### PDN straps and rails

Pins as bars on the die edge. Tap cells in grey.
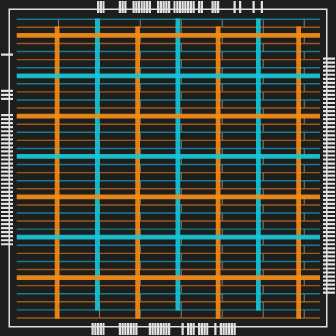
### Cells coloured by class

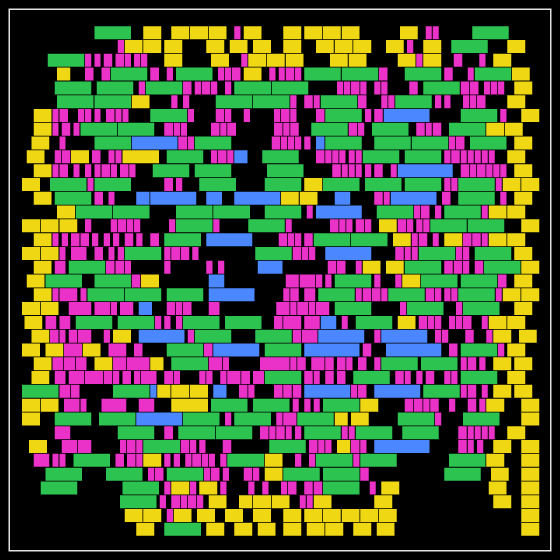
===== config.mk =====
export PLATFORM = sky130hd
export DESIGN_NAME = id_decode_pipe_flat
export DESIGN_NICKNAME = d
export VERILOG_FILES = /design/src/rtl/id_decode_pipe_if.sv /design/src/rtl/id_decode_pipe.sv /design/src/flat_wrapper.sv
export SDC_FILE = /design/constraint.sdc
export NUM_CORES = 1
export LEC_CHECK = 0
export CORE_MARGIN = 2
export CORE_UTILIZATION = 50
export DETAILED_ROUTE_END_ITERATION = 10
export HOLD_SLACK_MARGIN = 0.05
export PLACE_DENSITY = 0.85
export SYNTH_ARGS = -nofsm -noshare
export SYNTH_HDL_FRONTEND = slang
export SYNTH_SLANG_ARGS = --single-unit

===== constraint.sdc =====
create_clock -name clk -period 3.2 [get_ports clk]
set_clock_uncertainty 0.05 [all_clocks]
set_input_delay 0.48 -clock clk [delete_from_list [all_inputs] [get_ports clk]]
set_output_delay 0.48 -clock clk [all_outputs]
set_load 0.02 [all_outputs]

===== src/rtl/id_decode_pipe_if.sv =====
// Fetch-to-decode and decode-to-EX handshake bundle for id_decode_pipe.
// master = surrounding pipeline (fetch/EX side), slave = the decode stage.
interface id_decode_pipe_if #(
  parameter int unsigned INSTR_W = 32,
  parameter int unsigned DATA_W  = 32,
  parameter int unsigned CNT_W   = 8
);
  logic               in_valid;
  logic               in_ready;
  logic [INSTR_W-1:0] in_instr;
  logic [DATA_W-1:0]  in_pc;
  logic               flush;
  logic               out_valid;
  logic               out_ready;
  logic [DATA_W-1:0]  out_pc;
  logic [4:0]         out_rs;
  logic [4:0]         out_rt;
  logic [4:0]         out_rd;
  logic [DATA_W-1:0]  out_imm;
  logic               out_alu_src_b;
  logic               out_reg_write;
  logic               out_dst_rt;
  logic               out_mem_read;
  logic               out_mem_write;
  logic               out_branch;
  logic               out_jump;
  logic               out_illegal;
  logic [CNT_W-1:0]   illegal_cnt;

  modport master (
    output in_valid, in_instr, in_pc, flush, out_ready,
    input  in_ready, out_valid, out_pc, out_rs, out_rt, out_rd, out_imm,
           out_alu_src_b, out_reg_write, out_dst_rt, out_mem_read,
           out_mem_write, out_branch, out_jump, out_illegal, illegal_cnt
  );

  modport slave (
    input  in_valid, in_instr, in_pc, flush, out_ready,
    output in_ready, out_valid, out_pc, out_rs, out_rt, out_rd, out_imm,
           out_alu_src_b, out_reg_write, out_dst_rt, out_mem_read,
           out_mem_write, out_branch, out_jump, out_illegal, illegal_cnt
  );
endinterface


===== src/rtl/id_decode_pipe.sv =====
// Two-stage pipelined instruction decode: stage A latches the fetched word,
// stage B holds the registered decoded bundle presented to EX.
module id_decode_pipe #(
  parameter int unsigned INSTR_W = 32,
  parameter int unsigned DATA_W  = 32,
  parameter int unsigned CNT_W   = 8
) (
  input logic           clk,
  input logic           rst,
  id_decode_pipe_if.slave bus
);

  localparam logic [5:0] OP_RTYPE = 6'h00;
  localparam logic [5:0] OP_J     = 6'h02;
  localparam logic [5:0] OP_BEQ   = 6'h04;
  localparam logic [5:0] OP_ADDI  = 6'h08;
  localparam logic [5:0] OP_ANDI  = 6'h0C;
  localparam logic [5:0] OP_ORI   = 6'h0D;
  localparam logic [5:0] OP_LW    = 6'h23;
  localparam logic [5:0] OP_SW    = 6'h2B;
  localparam logic [CNT_W-1:0] CNT_MAX = '1;

  typedef struct packed {
    logic aluSrcB;
    logic regWrite;
    logic dstRt;
    logic memRead;
    logic memWrite;
    logic branch;
    logic jump;
    logic illegal;
  } ctrlT;

  logic               aValid;
  logic [INSTR_W-1:0] aInstr;
  logic [DATA_W-1:0]  aPc;

  logic               bAdvance;
  logic               inReady;
  logic [5:0]         opcode;
  logic [4:0]         rs, rt, rd, destReg;
  logic [15:0]        imm16;
  logic               zeroExt;
  ctrlT               dec;
  logic [DATA_W-1:0]  immExt;

  // Handshake: B drains when empty or EX takes it; A refills when B drains or A is empty.
  always_comb begin
    bAdvance = !bus.out_valid || bus.out_ready;
    inReady  = !aValid || bAdvance;
  end

  assign bus.in_ready = inReady;

  // Field split and control decode of the instruction held in stage A.
  always_comb begin
    opcode  = aInstr[31:26];
    rs      = aInstr[25:21];
    rt      = aInstr[20:16];
    rd      = aInstr[15:11];
    imm16   = aInstr[15:0];
    dec     = '0;
    zeroExt = 1'b0;
    case (opcode)
      OP_RTYPE: dec.regWrite = 1'b1;
      OP_ADDI: begin
        dec.regWrite = 1'b1;
        dec.dstRt    = 1'b1;
        dec.aluSrcB  = 1'b1;
      end
      OP_ANDI, OP_ORI: begin
        dec.regWrite = 1'b1;
        dec.dstRt    = 1'b1;
        dec.aluSrcB  = 1'b1;
        zeroExt      = 1'b1;
      end
      OP_LW: begin
        dec.memRead  = 1'b1;
        dec.regWrite = 1'b1;
        dec.dstRt    = 1'b1;
        dec.aluSrcB  = 1'b1;
      end
      OP_SW: begin
        dec.memWrite = 1'b1;
        dec.aluSrcB  = 1'b1;
      end
      OP_BEQ:  dec.branch  = 1'b1;
      OP_J:    dec.jump    = 1'b1;
      default: dec.illegal = 1'b1;
    endcase
    // Writes to $zero are architecturally discarded, so never request them.
    destReg = dec.dstRt ? rt : rd;
    if (destReg == 5'd0) dec.regWrite = 1'b0;
    immExt = zeroExt ? DATA_W'(imm16) : DATA_W'($signed(imm16));
  end

  // Pipeline registers and saturating illegal counter; flush drops both stages.
  always_ff @(posedge clk) begin
    if (rst) begin
      aValid            <= 1'b0;
      aInstr            <= '0;
      aPc               <= '0;
      bus.out_valid     <= 1'b0;
      bus.out_pc        <= '0;
      bus.out_rs        <= '0;
      bus.out_rt        <= '0;
      bus.out_rd        <= '0;
      bus.out_imm       <= '0;
      bus.out_alu_src_b <= 1'b0;
      bus.out_reg_write <= 1'b0;
      bus.out_dst_rt    <= 1'b0;
      bus.out_mem_read  <= 1'b0;
      bus.out_mem_write <= 1'b0;
      bus.out_branch    <= 1'b0;
      bus.out_jump      <= 1'b0;
      bus.out_illegal   <= 1'b0;
      bus.illegal_cnt   <= '0;
    end else begin
      if (bus.out_valid && bus.out_ready && bus.out_illegal && !bus.flush &&
          bus.illegal_cnt != CNT_MAX) begin
        bus.illegal_cnt <= bus.illegal_cnt + CNT_W'(1);
      end
      if (bus.flush) begin
        aValid        <= 1'b0;
        bus.out_valid <= 1'b0;
      end else begin
        if (bAdvance) begin
          bus.out_valid <= aValid;
          if (aValid) begin
            bus.out_pc        <= aPc;
            bus.out_rs        <= rs;
            bus.out_rt        <= rt;
            bus.out_rd        <= rd;
            bus.out_imm       <= immExt;
            bus.out_alu_src_b <= dec.aluSrcB;
            bus.out_reg_write <= dec.regWrite;
            bus.out_dst_rt    <= dec.dstRt;
            bus.out_mem_read  <= dec.memRead;
            bus.out_mem_write <= dec.memWrite;
            bus.out_branch    <= dec.branch;
            bus.out_jump      <= dec.jump;
            bus.out_illegal   <= dec.illegal;
          end
        end
        if (inReady) begin
          aValid <= bus.in_valid;
          if (bus.in_valid) begin
            aInstr <= bus.in_instr;
            aPc    <= bus.in_pc;
          end
        end
      end
    end
  end

endmodule


===== src/flat_wrapper.sv =====
// flat-port wrapper written by rule: the top's interface ports become plain ports
module id_decode_pipe_flat 
#(
  parameter int unsigned INSTR_W = 32,
  parameter int unsigned DATA_W  = 32,
  parameter int unsigned CNT_W   = 8
)
  (clk, rst, bus_in_valid, bus_in_instr, bus_in_pc, bus_flush, bus_out_ready, bus_in_ready, bus_out_valid, bus_out_pc, bus_out_rs, bus_out_rt, bus_out_rd, bus_out_imm, bus_out_alu_src_b, bus_out_reg_write, bus_out_dst_rt, bus_out_mem_read, bus_out_mem_write, bus_out_branch, bus_out_jump, bus_out_illegal, bus_illegal_cnt);
  id_decode_pipe_if #(.INSTR_W(INSTR_W), .DATA_W(DATA_W), .CNT_W(CNT_W)) bus_i ();
  input logic clk;
  input logic rst;
  input wire logic [$bits(bus_i.in_valid)-1:0] bus_in_valid;
  input wire logic [$bits(bus_i.in_instr)-1:0] bus_in_instr;
  input wire logic [$bits(bus_i.in_pc)-1:0] bus_in_pc;
  input wire logic [$bits(bus_i.flush)-1:0] bus_flush;
  input wire logic [$bits(bus_i.out_ready)-1:0] bus_out_ready;
  output wire logic [$bits(bus_i.in_ready)-1:0] bus_in_ready;
  output wire logic [$bits(bus_i.out_valid)-1:0] bus_out_valid;
  output wire logic [$bits(bus_i.out_pc)-1:0] bus_out_pc;
  output wire logic [$bits(bus_i.out_rs)-1:0] bus_out_rs;
  output wire logic [$bits(bus_i.out_rt)-1:0] bus_out_rt;
  output wire logic [$bits(bus_i.out_rd)-1:0] bus_out_rd;
  output wire logic [$bits(bus_i.out_imm)-1:0] bus_out_imm;
  output wire logic [$bits(bus_i.out_alu_src_b)-1:0] bus_out_alu_src_b;
  output wire logic [$bits(bus_i.out_reg_write)-1:0] bus_out_reg_write;
  output wire logic [$bits(bus_i.out_dst_rt)-1:0] bus_out_dst_rt;
  output wire logic [$bits(bus_i.out_mem_read)-1:0] bus_out_mem_read;
  output wire logic [$bits(bus_i.out_mem_write)-1:0] bus_out_mem_write;
  output wire logic [$bits(bus_i.out_branch)-1:0] bus_out_branch;
  output wire logic [$bits(bus_i.out_jump)-1:0] bus_out_jump;
  output wire logic [$bits(bus_i.out_illegal)-1:0] bus_out_illegal;
  output wire logic [$bits(bus_i.illegal_cnt)-1:0] bus_illegal_cnt;
  assign bus_i.in_valid = bus_in_valid;
  assign bus_i.in_instr = bus_in_instr;
  assign bus_i.in_pc = bus_in_pc;
  assign bus_i.flush = bus_flush;
  assign bus_i.out_ready = bus_out_ready;
  assign bus_in_ready = bus_i.in_ready;
  assign bus_out_valid = bus_i.out_valid;
  assign bus_out_pc = bus_i.out_pc;
  assign bus_out_rs = bus_i.out_rs;
  assign bus_out_rt = bus_i.out_rt;
  assign bus_out_rd = bus_i.out_rd;
  assign bus_out_imm = bus_i.out_imm;
  assign bus_out_alu_src_b = bus_i.out_alu_src_b;
  assign bus_out_reg_write = bus_i.out_reg_write;
  assign bus_out_dst_rt = bus_i.out_dst_rt;
  assign bus_out_mem_read = bus_i.out_mem_read;
  assign bus_out_mem_write = bus_i.out_mem_write;
  assign bus_out_branch = bus_i.out_branch;
  assign bus_out_jump = bus_i.out_jump;
  assign bus_out_illegal = bus_i.out_illegal;
  assign bus_illegal_cnt = bus_i.illegal_cnt;
  id_decode_pipe #(.INSTR_W(INSTR_W), .DATA_W(DATA_W), .CNT_W(CNT_W)) u_core (.clk(clk), .rst(rst), .bus(bus_i));
endmodule

==> deck_impl_summary.md <==
Synthesis and Place & Route Summary

Outcome
  • Status: finished, final reports clean

Clock network
  • Clock sinks: 141
  • TritonCTS clock tree: built
  • CTS Hold Bufs: 0
  • Post-CTS Setup Bufs: 0
  • Post-cts repair resize count: 0
  • Clock Path Buffers: 2

STA
  • Hold Vio Cnt, Final: 0
  • Max Freq: 421.2 MHz

Min path
  • Worst hold start: u_core.aPc[27]$_SDFFE_PP0P_
  • Worst min path class: flop to flop

Yosys
  • Post-synth top area share: 0.5375
  • Count leader, synth: nand2_1
  • Syn_area_per_cell: 7.909 sq um
  • Register bit count reported by yosys: 141
  • Main flop type: dfxtp_1
  • Compound Share, Synth: 0.1494
  • Synth Seq Share: 0.5375
  • Xor/xnor share: 0.008339
  • Yosys Instances: 664
  • Ys async rst share: 0
  • Floorplan net count: 734

Die
  • Die X: 106.5 um
  • CORE AREA: 10280 sq um
  • IO Count: 166

Route
  • Router iterations before antenna repair: 4
  • Total routed wirelength: 13630 um
  • DRC errors left: 0
  • Vias per Instance: 5.288
  • Routed len/inst: 14.54 um
  • Routed Antenna Nets: 0
  • 1st-iter DRT viols: 258
  • Via count: 4955

Global routing
  • Grt ovf: 0
  • GRT Total Usage: 0.2371
  • Initial antenna violation count: 0

Critical path
  • Critical Path End: bus_out_imm[28]
  • FF-to-FF End: u_core.bus.out_pc[2]$_SDFFE_PP0P_
  • WP data required: 2.67 ns
  • Worst-case reg-to-reg path depth: 5
  • Critical R2R Launch: u_core.bus.out_valid$_SDFFE_PP0N_
  • Crit path launch: u_core.bus.out_imm[30]$_SDFFE_PP0P_

Finish
  • Share of cells above drive strength 1: 0.05368
  • Seq. cell area: 2823 sq um
  • Logic area: 2092 sq um
  • # fillers: 762
  • Commonest cells after routing, fill and taps aside: nand2_1 (252), clkdlybuf4s50_1 (164), dfxtp_1 (141), a21oi_1 (130), clkbuf_16 (16)

Placed design
  • HPWL after DPL: 9086 um
About 'PDN straps and rails':
legend:
  orange:
    net: VSS
  cyan:
    net: VDD
met5 straps: 7
met1 rails: 38
tap cells: 136

About 'Cells coloured by class':
legend:
  yellow:
    class: other buffers and delay cells
    cells: 172
  magenta:
    class: all other logic
    cells: 457
  green:
    class: flip-flops
    cells: 141
  blue:
    class: clock drivers and dummy loads
    cells: 31
design area: 7427 sq um
row cnt: 37

## flip-flops by register name, indices dropped and copies added, names as in the netlist
| name | flops |
|---|---|
| u_core.aInstr | 32 |
| u_core.aPc | 32 |
| u_core.bus.out_pc | 32 |
| u_core.bus.out_imm | 17 |
| u_core.bus.illegal_cnt | 8 |
| u_core.bus.out_rs | 5 |
| u_core.bus.out_rt | 5 |
| u_core.aValid | 1 |
| u_core.bus.out_alu_src_b | 1 |
| u_core.bus.out_branch | 1 |
| u_core.bus.out_dst_rt | 1 |
| u_core.bus.out_illegal | 1 |
| u_core.bus.out_jump | 1 |
| u_core.bus.out_mem_read | 1 |
| u_core.bus.out_mem_write | 1 |
| u_core.bus.out_reg_write | 1 |
| u_core.bus.out_valid | 1 |
## report_power, final
group | switching [mW] | leakage (nW) | internal, mW
logic | 0.131 | 1.15 | 0.128
clock network | 0.727 | 0.284 | 1.27
registers | 0.0303 | 1.14 | 1.80
## stage by stage
stage               utilization  total power [mW]  instances  hold WS (ns)  area (sq um)
floorplan                     -             1.987        664        0.3821          5251
global placement         0.6635             2.115        906        0.3859          6819
CTS                      0.7227             4.110        937        0.4006          7427
detailed placement       0.6635             2.123        906        0.3921          6819
finish                   0.7227             4.084        937        0.3978          7427
global route             0.7227             4.226        937        0.4134          7427
## layout make-up
class                      instances  area share
tap                              136     0.02291
clock buffer                      18     0.05627
clock inverter                    13     0.02561
inverter                           2    0.001011
multi-input combinational        455      0.2817
sequential                       141      0.3801
timing repair buffer             172      0.2325
## per-layer routing
metal | up-vias | global-route usage | wire [um]
met3 | 23 | 0.06315 | 953
li1 | 2404 | - | -
met2 | 205 | 0.4011 | 6882
met4 | 0 | 0.08163 | 184
met1 | 2323 | 0.2927 | 5606
met5 | - | 0 | 0
Power figures rest on the tool's default switching activity, not on a simulated workload.
